[src/rtl/uart_pkg.sv]
// Shared UART definitions: RX/TX state encodings, default oversampling,
// the receiver output bundle and a 2-of-3 majority helper.
package uart_pkg;

    localparam int UART_OVERSAMPLE = 16;

    // Receiver FSM encodings
    localparam logic [2:0] RX_IDLE         = 3'd0;
    localparam logic [2:0] RX_START_BIT    = 3'd1;
    localparam logic [2:0] RX_RECEIVE_BYTE = 3'd2;
    localparam logic [2:0] RX_STOP_BIT     = 3'd3;
    localparam logic [2:0] RX_DONE         = 3'd4;
    localparam logic [2:0] RX_BREAK        = 3'd5;

    // Transmitter FSM encodings (same baud generator, same numbering scheme)
    localparam logic [2:0] TX_IDLE         = 3'd0;
    localparam logic [2:0] TX_START_BIT    = 3'd1;
    localparam logic [2:0] TX_SEND_BYTE    = 3'd2;
    localparam logic [2:0] TX_STOP_BIT     = 3'd3;

    typedef struct packed {
        logic [7:0] data;
        logic       valid;
        logic       framing_error;
        logic       overrun_error;
    } uart_rx_out_t;

    function automatic logic maj3(input logic a, input logic b, input logic c);
        return (a & b) | (a & c) | (b & c);
    endfunction

endpackage

[src/rtl/uart_receiver_if.sv]
// Consumer-side handshake of the UART receiver: held byte plus valid/read
// and the two one-clock error pulses.
interface uart_receiver_if;
    logic [7:0] rx_data_p;
    logic       rx_valid_p;
    logic       rx_read_p;
    logic       framing_error_p;
    logic       overrun_error_p;

    modport master (
        output rx_data_p, rx_valid_p, framing_error_p, overrun_error_p,
        input  rx_read_p
    );

    modport slave (
        input  rx_data_p, rx_valid_p, framing_error_p, overrun_error_p,
        output rx_read_p
    );
endinterface

[src/rtl/uart_rx_sync.sv]
// Two-flop synchroniser for the raw serial line (idles high) plus, when
// UART_RX_MAJORITY_VOTE_EN is defined, a 3-tap majority voter over the
// synchronised line sampled on consecutive baud ticks.
module uart_rx_sync
    import uart_pkg::*;
(
    input  logic clk_i,
    input  logic rst_n_i,
    input  logic tick_i,
    input  logic rx_i,
    output logic rx_s_o,
    output logic sample_o
);

    logic [1:0] sync_q;

    // Bring the asynchronous line into the clock domain; reset to idle level
    always_ff @(posedge clk_i) begin
        if (!rst_n_i) sync_q <= 2'b11;
        else          sync_q <= {sync_q[0], rx_i};
    end

    assign rx_s_o = sync_q[1];

`ifdef UART_RX_MAJORITY_VOTE_EN
    // hist_q[1]/hist_q[0] hold the two previous tick samples; together with the
    // live value they give taps at SAMPLE_POINT-1, SAMPLE_POINT, SAMPLE_POINT+1
    // when the FSM decides at SAMPLE_POINT+1.
    logic [1:0] hist_q;

    // Record the synchronised line on every baud tick
    always_ff @(posedge clk_i) begin
        if (!rst_n_i)    hist_q <= 2'b11;
        else if (tick_i) hist_q <= {hist_q[0], sync_q[1]};
    end

    assign sample_o = maj3(hist_q[1], hist_q[0], sync_q[1]);
`else
    logic unused_tick;
    assign unused_tick = tick_i;
    assign sample_o    = sync_q[1];
`endif

endmodule

[src/rtl/uart_receiver.sv]
// 8N1 UART receiver, LSB first, idle-high line, driven by an external
// oversampling tick. Bytes are held on a valid/read handshake with one-clock
// framing and overrun pulses.
// Optional feature macro: UART_RX_MAJORITY_VOTE_EN (2-of-3 vote per bit,
// decision one tick later than the single-sample build).
module uart_receiver
    import uart_pkg::*;
#(
    parameter int OVERSAMPLE   = UART_OVERSAMPLE,
    parameter int SAMPLE_POINT = OVERSAMPLE/2 - 1,
    parameter int DATA_BITS    = 8
)(
    input  logic            clk210_p,
    input  logic            reset_n_p,
    input  logic            baud_16_x_p,
    input  logic            rx_p,
    uart_receiver_if.master rx_if
);

    localparam int CNT_W = $clog2(OVERSAMPLE);
`ifdef UART_RX_MAJORITY_VOTE_EN
    localparam int DECIDE = SAMPLE_POINT + 1;
`else
    localparam int DECIDE = SAMPLE_POINT;
`endif
    localparam logic [CNT_W-1:0] TICK_LAST = CNT_W'(OVERSAMPLE - 1);
    localparam logic [CNT_W-1:0] DECIDE_PT = CNT_W'(DECIDE);
    localparam logic [3:0]       BIT_LAST  = 4'(DATA_BITS - 1);

    logic             rx_s;
    logic             sample;
    logic [2:0]       state_q, state_d;
    logic [CNT_W-1:0] tick_q, tick_d, tick_nxt;
    logic [3:0]       bit_q, bit_d;
    logic [7:0]       shift_q, shift_d;
    uart_rx_out_t     out_q, out_d;
    logic             sample_now;

    uart_rx_sync u_sync (
        .clk_i    (clk210_p),
        .rst_n_i  (reset_n_p),
        .tick_i   (baud_16_x_p),
        .rx_i     (rx_p),
        .rx_s_o   (rx_s),
        .sample_o (sample)
    );

    // The tick counter is cleared only on the start edge and then free-runs
    // modulo OVERSAMPLE, so each later decision lands one full bit after the
    // previous one, centred on the bit.
    assign tick_nxt   = (tick_q == TICK_LAST) ? '0 : tick_q + 1'b1;
    assign sample_now = baud_16_x_p && (tick_q == DECIDE_PT);

    // Frame FSM, bit assembly and output handshake next-state
    always_comb begin
        state_d             = state_q;
        tick_d              = tick_q;
        bit_d               = bit_q;
        shift_d             = shift_q;
        out_d               = out_q;
        out_d.framing_error = 1'b0;
        out_d.overrun_error = 1'b0;
        if (rx_if.rx_read_p && out_q.valid) out_d.valid = 1'b0;

        case (state_q)
            RX_IDLE: begin
                if (!rx_s) begin
                    state_d = RX_START_BIT;
                    tick_d  = '0;
                end
            end
            RX_START_BIT: begin
                if (baud_16_x_p) tick_d = tick_nxt;
                if (sample_now) begin
                    if (!sample) begin
                        state_d = RX_RECEIVE_BYTE;
                        bit_d   = '0;
                        shift_d = '0;
                    end else begin
                        state_d = RX_IDLE;   // glitch, not a start bit
                    end
                end
            end
            RX_RECEIVE_BYTE: begin
                if (baud_16_x_p) tick_d = tick_nxt;
                if (sample_now) begin
                    shift_d[bit_q[2:0]] = sample;
                    bit_d               = bit_q + 4'd1;
                    if (bit_q == BIT_LAST) state_d = RX_STOP_BIT;
                end
            end
            RX_STOP_BIT: begin
                if (baud_16_x_p) tick_d = tick_nxt;
                if (sample_now) begin
                    if (sample) begin
                        state_d = RX_DONE;
                    end else begin
                        out_d.framing_error = 1'b1;
                        state_d             = RX_BREAK;
                    end
                end
            end
            RX_DONE: begin
                // A read in this same clock loses to the new byte
                out_d.data          = shift_q;
                out_d.valid         = 1'b1;
                out_d.overrun_error = out_q.valid && !rx_if.rx_read_p;
                state_d             = RX_IDLE;
            end
            RX_BREAK: begin
                // Wait for the line to recover so a held-low line cannot re-trigger
                if (rx_s) state_d = RX_IDLE;
            end
            default: state_d = RX_IDLE;
        endcase
    end

    // State, counters and output registers
    always_ff @(posedge clk210_p) begin
        if (!reset_n_p) begin
            state_q <= RX_IDLE;
            tick_q  <= '0;
            bit_q   <= '0;
            shift_q <= '0;
            out_q   <= '0;
        end else begin
            state_q <= state_d;
            tick_q  <= tick_d;
            bit_q   <= bit_d;
            shift_q <= shift_d;
            out_q   <= out_d;
        end
    end

    assign rx_if.rx_data_p       = out_q.data;
    assign rx_if.rx_valid_p      = out_q.valid;
    assign rx_if.framing_error_p = out_q.framing_error;
    assign rx_if.overrun_error_p = out_q.overrun_error;

endmodule

[src/flat_wrapper.sv]
// flat-port wrapper written by rule: the top's interface ports become plain ports
module uart_receiver_flat import uart_pkg::*;
#(
    parameter int OVERSAMPLE   = UART_OVERSAMPLE,
    parameter int SAMPLE_POINT = OVERSAMPLE/2 - 1,
    parameter int DATA_BITS    = 8
)
  (clk210_p, reset_n_p, baud_16_x_p, rx_p, rx_if_rx_data_p, rx_if_rx_valid_p, rx_if_framing_error_p, rx_if_overrun_error_p, rx_if_rx_read_p);
  uart_receiver_if rx_if_i ();
  input  logic clk210_p;
  input  logic reset_n_p;
  input  logic baud_16_x_p;
  input  logic rx_p;
  output wire logic [$bits(rx_if_i.rx_data_p)-1:0] rx_if_rx_data_p;
  output wire logic [$bits(rx_if_i.rx_valid_p)-1:0] rx_if_rx_valid_p;
  output wire logic [$bits(rx_if_i.framing_error_p)-1:0] rx_if_framing_error_p;
  output wire logic [$bits(rx_if_i.overrun_error_p)-1:0] rx_if_overrun_error_p;
  input wire logic [$bits(rx_if_i.rx_read_p)-1:0] rx_if_rx_read_p;
  assign rx_if_rx_data_p = rx_if_i.rx_data_p;
  assign rx_if_rx_valid_p = rx_if_i.rx_valid_p;
  assign rx_if_framing_error_p = rx_if_i.framing_error_p;
  assign rx_if_overrun_error_p = rx_if_i.overrun_error_p;
  assign rx_if_i.rx_read_p = rx_if_rx_read_p;
  uart_receiver #(.OVERSAMPLE(OVERSAMPLE), .SAMPLE_POINT(SAMPLE_POINT), .DATA_BITS(DATA_BITS)) u_core (.clk210_p(clk210_p), .reset_n_p(reset_n_p), .baud_16_x_p(baud_16_x_p), .rx_p(rx_p), .rx_if(rx_if_i));
endmodule
[config.mk]
export PLATFORM = sky130hd
export DESIGN_NAME = uart_receiver_flat
export DESIGN_NICKNAME = d
export VERILOG_FILES = /design/src/rtl/uart_pkg.sv /design/src/rtl/uart_receiver_if.sv /design/src/rtl/uart_rx_sync.sv /design/src/rtl/uart_receiver.sv /design/src/flat_wrapper.sv
export SDC_FILE = /design/constraint.sdc
export NUM_CORES = 1
export LEC_CHECK = 0
export CAP_MARGIN = 10
export CELL_PAD_IN_SITES_DETAIL_PLACEMENT = 1
export CELL_PAD_IN_SITES_GLOBAL_PLACEMENT = 1
export CORE_UTILIZATION = 45
export DETAILED_ROUTE_END_ITERATION = 8
export DONT_BUFFER_PORTS = 1
export PLACE_DENSITY = 0.83
export SYNTH_ARGS = -nofsm -noshare
export SYNTH_HDL_FRONTEND = slang
export SYNTH_SLANG_ARGS = --single-unit
[constraint.sdc]
create_clock -name clk210_p -period 2.3 [get_ports clk210_p]
set_input_delay 0.575 -clock clk210_p [delete_from_list [all_inputs] [get_ports clk210_p]]
set_output_delay 0.575 -clock clk210_p [all_outputs]
set_load 0.05 [all_outputs]
### Placed cells, one color a class, run 1

Scale: 6 px per um. Fill, decap, tap and diode cells in gray.
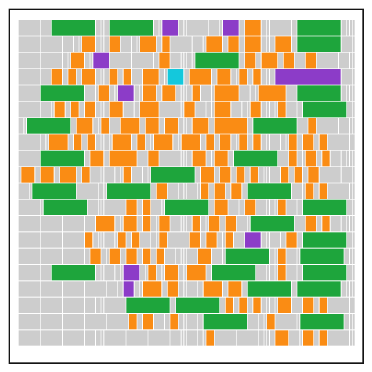
Key: remaining buffers and delay cells = cyan [cells 1, share of their area 0.51%]; remaining logic cells = orange [cells 139, share of their area 51%]; clock drivers and dummy loads = purple [cells 8, share of their area 5.4%]; registers = green [cells 32, share of their area 43%]
final core area utilization: 50.45%
Finished Cell Area: 1540 um^2
floorplan row count: 20

### Placement density heat map, run 1

Scale: 4 px per um. The die is cut into 12 by 12 equal tiles; black is low, pale yellow is high, 0 to 100% covered.
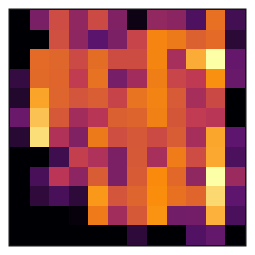
The densest ninth of the die: center. The mean over all tiles is 43%. 9.7% of the tiles are over 75% full. The emptiest ninth of the die: lower left. The fullest tile reaches 100%.
Core ar.: 3053 um^2
starting density of the core: 47.46%

### Clock network drawn from the DEF, run 1

Scale: 10 px per um.
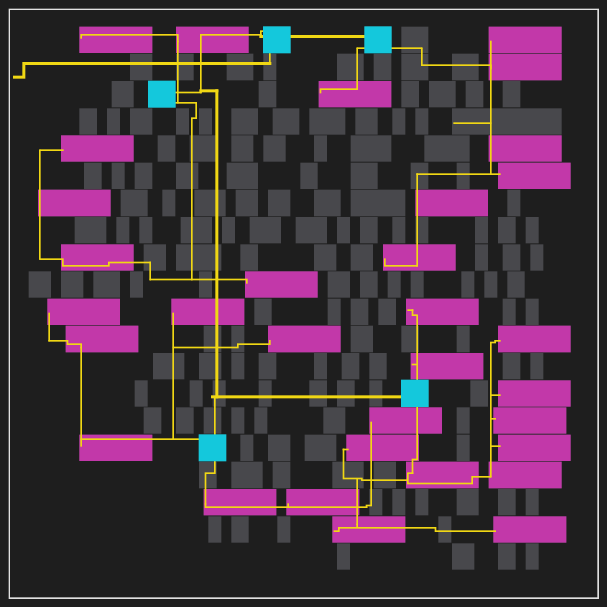
Key: clock-net drivers = cyan [count 5]; clock wires = yellow [length 417 um]; flip-flops = magenta [count 32]
There are 6 routed clock nets.
post-route clock skew: 0.006215 ns
clk pwr: 438 uW

==> results.txt, run 1 <==
Largest logic family - simple AND/OR/NAND/NOR gates
Tmin final - 1.844 ns
vias per std cell - 5.634
TAP cells - 44
Multi-input comb cells - 135
post-route ant nets - 0
critical path class - reg -> reg
flop count - 32
Setup TNS - 0 ns
power per cell area - 661.1 nW/um^2
layout cell share with drive strength beyond 1 - 6.111%
post-synthesis mux area share - 0%
Setup crit start kind - flip-flop
routed vias - 1262
fillers - 402
Avg Cell Area, Syn - 8.005 um^2
largest net degree at the start of global routing - 19
cell-by-cell trace of the critical path - or3b_1 -> a211o_1 -> a221oi_2 -> nor2_1
Signal buffers - 1
invs w/o clock - 4
final wirelength - 3.526 mm
AO/OA Area Share - 20.21%
Comb/total area - 48.17%
Insertion Delay late pin - 0.34 ns
final std cells w/o fill - 224
drc violations - 0
Leading cell kind - combinational gates
Worst slew margin - 65.13%
Commonest flop - dfxtp_1
1st-iter DRT viols - 33
distinct cell type count after synthesis - 39
Crit Path Max Fanout - 13
global-route wire length before repair - 5.961 mm
GRT Overall Usage - 22.92%
Yosys top cell by instances - nand2_1
status - complete, no violations
Top cell area share - 44.21%
Layout area overhead - 6.304%
buffer share of cell area - 0.4874%
run 1: worst paths after layout:
| path | end | slack [ns] | cells past startpoint | startpoint |
|---|---|---|---|---|
| worst max-delay path | u_core.shift_q[0] | 0.46 | 4 | u_core.state_q[0] |
| worst min-delay path | u_core.u_sync.sync_q[0] | 0.30 | 1 | reset_n_p |
| worst max register to register | u_core.shift_q[0] | 0.46 | 4 | u_core.state_q[0] |
| worst min register to register | u_core.u_sync.sync_q[1] | 0.43 | 1 | u_core.u_sync.sync_q[0] |
run 1: state kept, by name, summed over array words and instances (netlist names):
signal,flops
u_core.rx_if.framing_error_p,1
u_core.rx_if.rx_data_p,8
u_core.rx_if.overrun_error_p,1
u_core.shift_q,8
u_core.u_sync.sync_q,2
u_core.tick_q,4
u_core.bit_q,4
u_core.state_q,3
u_core.rx_if.rx_valid_p,1
run 1: power breakdown:
group          total [mW]  internal, mW  switching (mW)
registers           0.562         0.557         0.00483
clock network       0.438         0.226           0.212
logic              0.0182       0.00654          0.0117
total                1.02         0.790           0.228
run 1: per-stage QoR:
stage	worst slack [ns]	power (mW)	instance area [um^2]	utilization [%]
2_1_floorplan	0.6627	0.5903	1449	-
3_3_place_gp	0.5257	0.5910	1460	47.83
3_5_place_dp	0.4735	0.5924	1460	47.83
4_1_cts	0.4547	1.027	1540	50.45
5_1_grt	0.3834	1.064	1540	50.45
6_report	0.4561	1.018	1540	50.45
run 1: per-layer routing:
layer  global-route usage (%)  wire length (um)  part of all wire, %
met1                    26.36              1603                   45
met2                    41.40              1775                   50
met3                    6.374               116                  3.3
met4                    6.122                30                 0.85
met5                        0                 0                    0
### Zoomed window, run 1

Window x 17 to 42, y 17 to 42 um. Cells in gray, sequential cells in the stronger gray; small squares are vias.
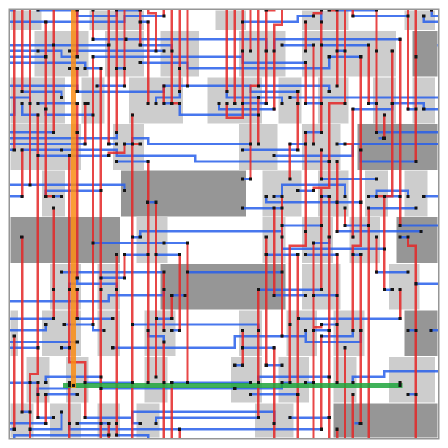

==> run 2, diff against run 1 <==
==> constraint.sdc (replaced) <==
create_clock -name clk210_p -period 1.7 [get_ports clk210_p]
set_input_delay 0.425 -clock clk210_p [delete_from_list [all_inputs] [get_ports clk210_p]]
set_output_delay 0.425 -clock clk210_p [all_outputs]
set_load 0.05 [all_outputs]
### Zoomed window, run 2

Window x 17 to 42, y 17 to 42 um. Cells in gray, sequential cells in the stronger gray; small squares are vias.
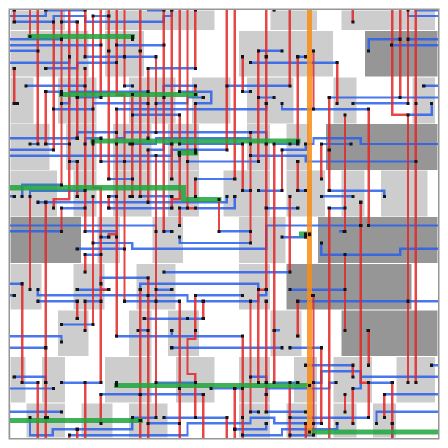
Key: M1 = blue; M3 = green; M4 = orange; M2 = red
56 logic cells have their middle in the window. Sequential cells in the window: 6. Most frequent: nor2_1 (6), a21oi_1 (6). Netlist names of flops here include `u_core.shift_q` (4).

### Clock routing, run 2

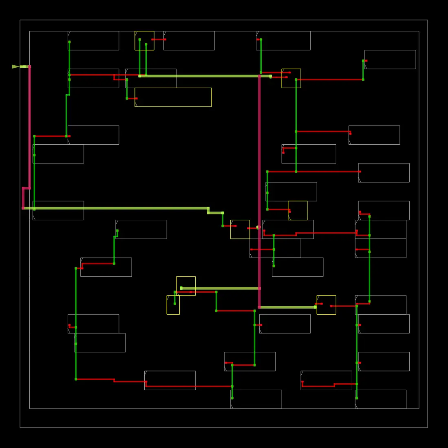
CTS Buf Count: 5
# clock sinks: 32

==> results.txt, run 2 <==
largest net degree at the start of global routing - 19 (unchanged)
Final Worst Setup Slack - 0.09810 ns (was 0.4561 ns)
# H-tree levels - 2 (unchanged)
drc violations - 0 (unchanged)
LEAKAGE - 0.5443 nW (was 0.5290 nW)
GR Overflow Total - 0 (unchanged)
routed vias - 1304 (was 1262)
Pwr Total - 1.373 mW (was 1.018 mW)
distinct cell type count after synthesis - 39 (unchanged)
layout cell share with drive strength beyond 1 - 10.38% (was 6.111%)
Tmin final - 1.602 ns (was 1.844 ns)
ys cells - 181 (unchanged)
Commonest flop - dfxtp_1 (unchanged)
Setup WS pre-CTS - 0.003621 ns (was 0.4735 ns)
peak supply drop - 0.0004569 V (was 0.0002670 V)
crit path DRT - 1.93 ns (was 2.53 ns)
placed cells - 219 (was 216)
element type at the critical path end - flip-flop (unchanged)
Post-synth EDFFs - 0 (unchanged)
vias per std cell - 5.744 (was 5.634)
starting density of the core - 47.46% (unchanged)
met3 GRT Util - 6.813% (was 6.374%)
Critical-path top delay cell - a211o_4 (was dfxtp_1)
syn nets - 188 (unchanged)
GR Util met1 - 28.69% (was 26.36%)
power per cell area - 870.0 nW/um^2 (was 661.1 nW/um^2)
1st-iter DRT viols - 58 (was 33)
Top cell area share - 44.21% (unchanged)
Crit Path Max Fanout - 10 (was 13)
Layout area overhead - 8.894% (was 6.304%)
critical path class - reg -> reg (unchanged)
delay of the slowest critical-path stage - 0.40 ns (was 0.54 ns)
global-route wire length before repair - 5.540 mm (was 5.961 mm)
Setup TNS - 0 ns (unchanged)
GRT busiest layer - met2 (unchanged)
RePlAce Congestion - 0.7638 (was 0.8125)
final wirelength - 3.459 mm (was 3.526 mm)
Yosys top cell by instances - nand2_1 (unchanged)
post-route clock skew - 0.01585 ns (was 0.006215 ns)
Finished Cell Area - 1578 um^2 (was 1540 um^2)
Worst slew margin - 66.01% (was 65.13%)
Insertion Delay late pin - 0.34 ns (about the same)
floorplan row count - 20 (unchanged)
most numerous logic cell after layout - nand2_1 (unchanged)
fillers - 396 (was 402)
post-route ant nets - 0 (unchanged)
Setup crit start kind - flip-flop (unchanged)
RSZ-0062 raised after global routing - false (unchanged)
final std cells w/o fill - 227 (was 224)
cell-by-cell trace of the critical path - or3b_1 -> a211o_4 -> a221oi_2 -> nor2_1 (was or3b_1 -> a211o_1 -> a221oi_2 -> nor2_1)
status - complete, no violations (unchanged)
Avg Cell Area, Syn - 8.005 um^2 (unchanged)
placed cell area - 1483 um^2 (was 1460 um^2)
Die H - 58.74 um (unchanged)
M2 GR Usage - 31.33% (was 41.40%)
Core ar. - 3053 um^2 (unchanged)
GRT Overall Usage - 21.46% (was 22.92%)
Cell area leaders - dfxtp_1 44%, nand2_1 8.5%, a21oi_1 6.9% (unchanged)
final core area utilization - 51.68% (was 50.45%)
[run 2: area by class of cell]
cell class	count	area [um^2]	area share (%)
Clock buffer	5	37.54	2.379
Clock inverter	3	42.54	2.696
Inverter	4	15.01	0.9516
Multi-Input combinational cell	135	754.5	47.82
Sequential cell	32	643.1	40.76
Tap cell	44	55.05	3.489
Timing Repair Buffer	4	30.03	1.903
[run 2: final timing paths]
kind | start | endpoint | slack [ns] | cells past startpoint
worst max register to register | u_core.u_sync.sync_q[1] | u_core.shift_q[0] | 0.1 | 4
worst min-delay path | reset_n_p | u_core.u_sync.sync_q[0] | 0.16 | 1
worst max-delay path | u_core.u_sync.sync_q[1] | u_core.shift_q[0] | 0.1 | 4
worst min register to register | u_core.u_sync.sync_q[0] | u_core.u_sync.sync_q[1] | 0.42 | 1
[run 2: routing by layer]
metal	wire, um	share of wire (%)	vias to the layer above
met3	135	3.9	6
met1	1617	47	633
met4	54	1.6	0
met5	0	0	-
met2	1651	48	27
li1	-	-	638
[run 2: what timing repair did]
action	CTS	global route
resized	1	5
hold buffers	0	0
endpoints found under the hold margin	0	0
setup endpoints to repair	3	10
[run 2: cell families (layout without fill, tap and decap cells)]
family,Yosys count,after routing,share of synthesized area (%)
buffers and inverters,14,16,4.577
AOI/OAI and AO/OA,47,47,20.21
adders and majority gates,2,2,1.727
DFF,32,32,44.21
and+or+nand+nor,86,86,29.27
[run 2: report_power, final]
group	total, mW	switching (mW)	internal (mW)
combinational	0.0307	0.0202	0.0105
clock	0.585	0.278	0.306
sequential	0.757	0.00344	0.754
total	1.37	0.302	1.07
[run 2: critical path, delay by kind of cell (launching register included)]
kind             cells  cell delay [ns]
AND-OR/OR-AND        2             0.68
AND/OR/NAND/NOR      2             0.44
flip-flops           1             0.37
### Placement density heat map, run 2

Scale: 4 px per um. The die is cut into 12 by 12 equal tiles; black is low, pale yellow is high, 0 to 100% covered.
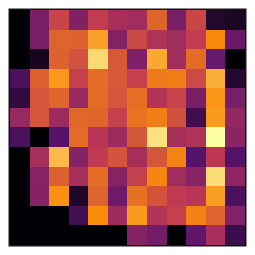

==> run 3, diff against run 2 <==
--- a/config.mk
+++ b/config.mk
@@ -9,6 +9,7 @@
 export CELL_PAD_IN_SITES_DETAIL_PLACEMENT = 1
 export CELL_PAD_IN_SITES_GLOBAL_PLACEMENT = 1
 export CORE_UTILIZATION = 45
+export CTS_BUF_LIST = sky130_fd_sc_hd__clkbuf_16
 export DETAILED_ROUTE_END_ITERATION = 8
 export DONT_BUFFER_PORTS = 1
 export PLACE_DENSITY = 0.83
### Placement density heat map, run 3

Scale: 4 px per um. The die is cut into 12 by 12 equal tiles; black is low, pale yellow is high, 0 to 100% covered.
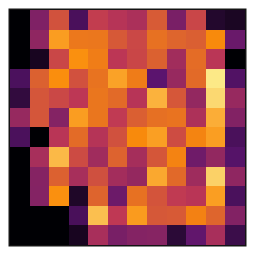
The fullest tile reaches 95%. 13% of the tiles are over 75% full. The mean over all tiles is 47%. The emptiest ninth of the die: lower left.
final core area utilization: 54.88%

==> results.txt, run 3 <==
switching power - 358.7 uW (was 301.8 uW)
delay of the slowest critical-path stage - 0.44 ns (was 0.40 ns)
Top cell area share - 44.21% (unchanged)
power per cell area - 1081 nW/um^2 (was 870.0 nW/um^2)
drc violations - 0 (unchanged)
Core ar. - 3053 um^2 (unchanged)
logic gate share of total power - 1.7% (was 2.2%)
CTS Buf Count - 5 (unchanged)
GRT Overall Usage - 24.26% (was 21.46%)
Top cells excl fill/tap - 33 x nand2_1, 32 x dfxtp_1, 20 x a21oi_1 (was 33 x nand2_1, 30 x dfxtp_1, 20 x a21oi_1)
post-route ant nets - 0 (unchanged)
syn nets - 188 (unchanged)
Worst slew margin - 65.17% (was 66.01%)
Int Pwr - 1.453 mW (was 1.071 mW)
crit path DRT - 1.88 ns (was 1.93 ns)
CTS root buf - clkbuf_16 (was clkbuf_4)
Tmin final - 1.637 ns (was 1.602 ns)
Avg Cell Area, Syn - 8.005 um^2 (unchanged)
ys cells - 181 (unchanged)
most numerous logic cell after layout - nand2_1 (unchanged)
CP delay by family, top - simple AND/OR/NAND/NOR gates (was AND-OR/OR-AND gates)
element type at the critical path end - flip-flop (unchanged)
# H-tree levels - 2 (unchanged)
Setup crit start kind - flip-flop (unchanged)
Setup TNS - 0 ns (unchanged)
sequential area share after synthesis - 44.21% (unchanged)
top power group - the clock network (was registers)
Logic power comb - 31.1 uW (was 30.7 uW)
Log Warnings - 26 (unchanged)
R2R Setup Slk - 0.06 ns (was 0.1 ns)
largest net degree at the start of global routing - 19 (unchanged)
vias per std cell - 5.687 (was 5.744)
Yosys top cell by instances - nand2_1 (unchanged)
initial antenna violation count - 0 (unchanged)
fillers - 386 (was 396)
starting density of the core - 47.46% (unchanged)
global-route wire length before repair - 6.127 mm (was 5.540 mm)
RePlAce Congestion - 0.7638 (unchanged)
# clock sinks - 32 (unchanged)
LEAKAGE - 0.5849 nW (was 0.5443 nW)
GR Overflow Total - 0 (unchanged)
ys flops - 32 (unchanged)
Post-synth EDFFs - 0 (unchanged)
Cell area leaders - dfxtp_1 44%, nand2_1 8.5%, a21oi_1 6.9% (unchanged)
post-layout period usage - 96.28% (was 94.23%)
Die H - 58.74 um (unchanged)
# diodes - 0 (unchanged)
Sequential Power - 759 uW (was 757 uW)
floorplan row count - 20 (unchanged)
peak supply drop - 0.0004934 V (was 0.0004569 V)
final wirelength - 3.789 mm (was 3.459 mm)
1st-iter DRT viols - 55 (was 58)
worst endpoint data arrival time - 1.82 ns (was 1.83 ns)
min-delay worst type - in -> reg (unchanged)
# Post-CTS Setup Buffers - 0 (unchanged)
placed cell area - 1483 um^2 (unchanged)
Cell Area, Synth - 1449 um^2 (unchanged)
Layout area overhead - 15.63% (was 8.894%)
layout cell share with drive strength beyond 1 - 9.836% (was 10.38%)
Crit Path Max Fanout - 6 (was 10)
Critical-path top delay cell - dfxtp_1 (was a211o_4)
distinct cell type count after synthesis - 39 (unchanged)
status - complete, no violations (unchanged)
routed vias - 1291 (was 1304)
die width - 58.74 um (unchanged)
critical path class - reg -> reg (unchanged)
sequential cell fraction of total power - 41.9% (was 55.2%)
Post-synth ARST share - 0% (unchanged)
Finished Cell Area - 1675 um^2 (was 1578 um^2)
Buf/Inv on CP - 0 (unchanged)
Commonest flop - dfxtp_1 (unchanged)
cell-by-cell trace of the critical path - ha_4 -> and4b_1 -> and3_2 -> nand3_1 -> a21oi_1 (was or3b_1 -> a211o_4 -> a221oi_2 -> nor2_1)
Net Sw Frac - 19.80% (was 21.99%)
Hold WS - 0.2207 ns (was 0.1638 ns)
### Clock network drawn from the DEF, run 3

Scale: 10 px per um.
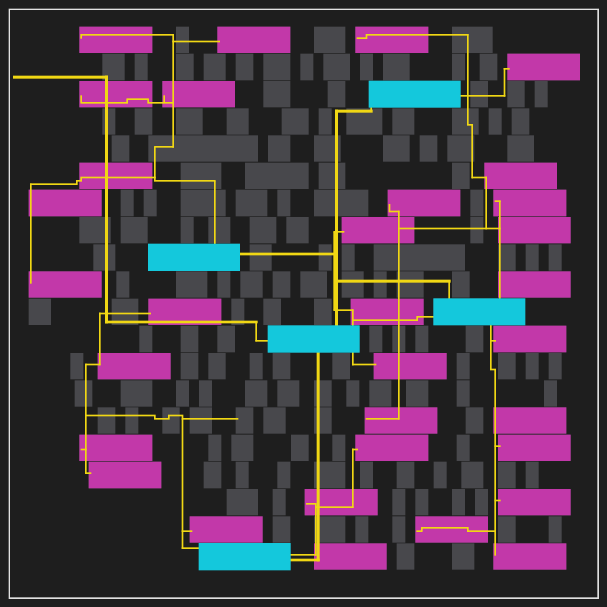
Key: clock-net drivers = cyan [count 5]; clock wires = yellow [length 464 um]; flip-flops = magenta [count 32]
Position of the flops: all over the die. There are 6 routed clock nets.
Insertion Delay late pin: 0.28 ns
clock power share: 56.4%
clk pwr: 1.02 mW
post-route clock skew: 0.001656 ns

[run 3: cell count changes in the layout (fill, tap and decap cells not counted)]
cell,change
clkbuf_4,-5
or3b_1,-1
dfxtp_1,+2
ha_2,-1
or3b_4,+1
dfxtp_2,-2
ha_4,+1
clkbuf_16,+5
[run 3: kinds of logic after synthesis]
family | after synthesis | synth area share (%)
simple gates | 86 | 29.27
compound gates | 47 | 20.21
flops | 32 | 44.21
buf+inv | 14 | 4.577
fa+ha+maj | 2 | 1.727
[run 3: through the flow]
stage,power [mW],setup WS (ns),instances
after floorplan,0.7987,0.06275,181
after global placement,0.8019,0.08758,219
after detailed placement,0.8041,0.003621,219
after CTS,1.823,0.0003081,227
after global routing,1.883,-0.003965,227
final,1.812,0.06327,227
[run 3: worst paths after layout]
path / start / end / cells after the start
min reg2reg: u_core.u_sync.sync_q[0] / u_core.u_sync.sync_q[1] / 1
min: reset_n_p / u_core.u_sync.sync_q[0] / 1
max: u_core.tick_q[0] / u_core.shift_q[1] / 5
max reg2reg: u_core.tick_q[0] / u_core.shift_q[1] / 5
[run 3: area by class of cell]
class,count,area [um^2],share of cell area (%)
flip-flops and latches,32,640.6,38.24
inverters,4,15.01,0.8962
repair buffers,4,30.03,1.792
multi-input cells,135,767.0,45.78
well taps,44,55.05,3.286
clock inverters,3,42.54,2.539
clock buffers,5,125.1,7.468
[run 3: metal layers]
metal  track usage, %  share of wire, %  up-vias
li1                 -                 -      637
met1            28.65                44      619
met3            7.253               3.2       12
met4            15.31               3.2        0
met2            38.31                49       23
met5                0                 0        -
[run 3: what timing repair did]
item | in CTS | in global routing
gates cloned | 0 | 0
hold buffers | 0 | 0
pin swaps | 0 | 2
setup endpoints to repair | 6 | 4
resized | 3 | 3
Power is estimated from default activity; no workload was simulated.
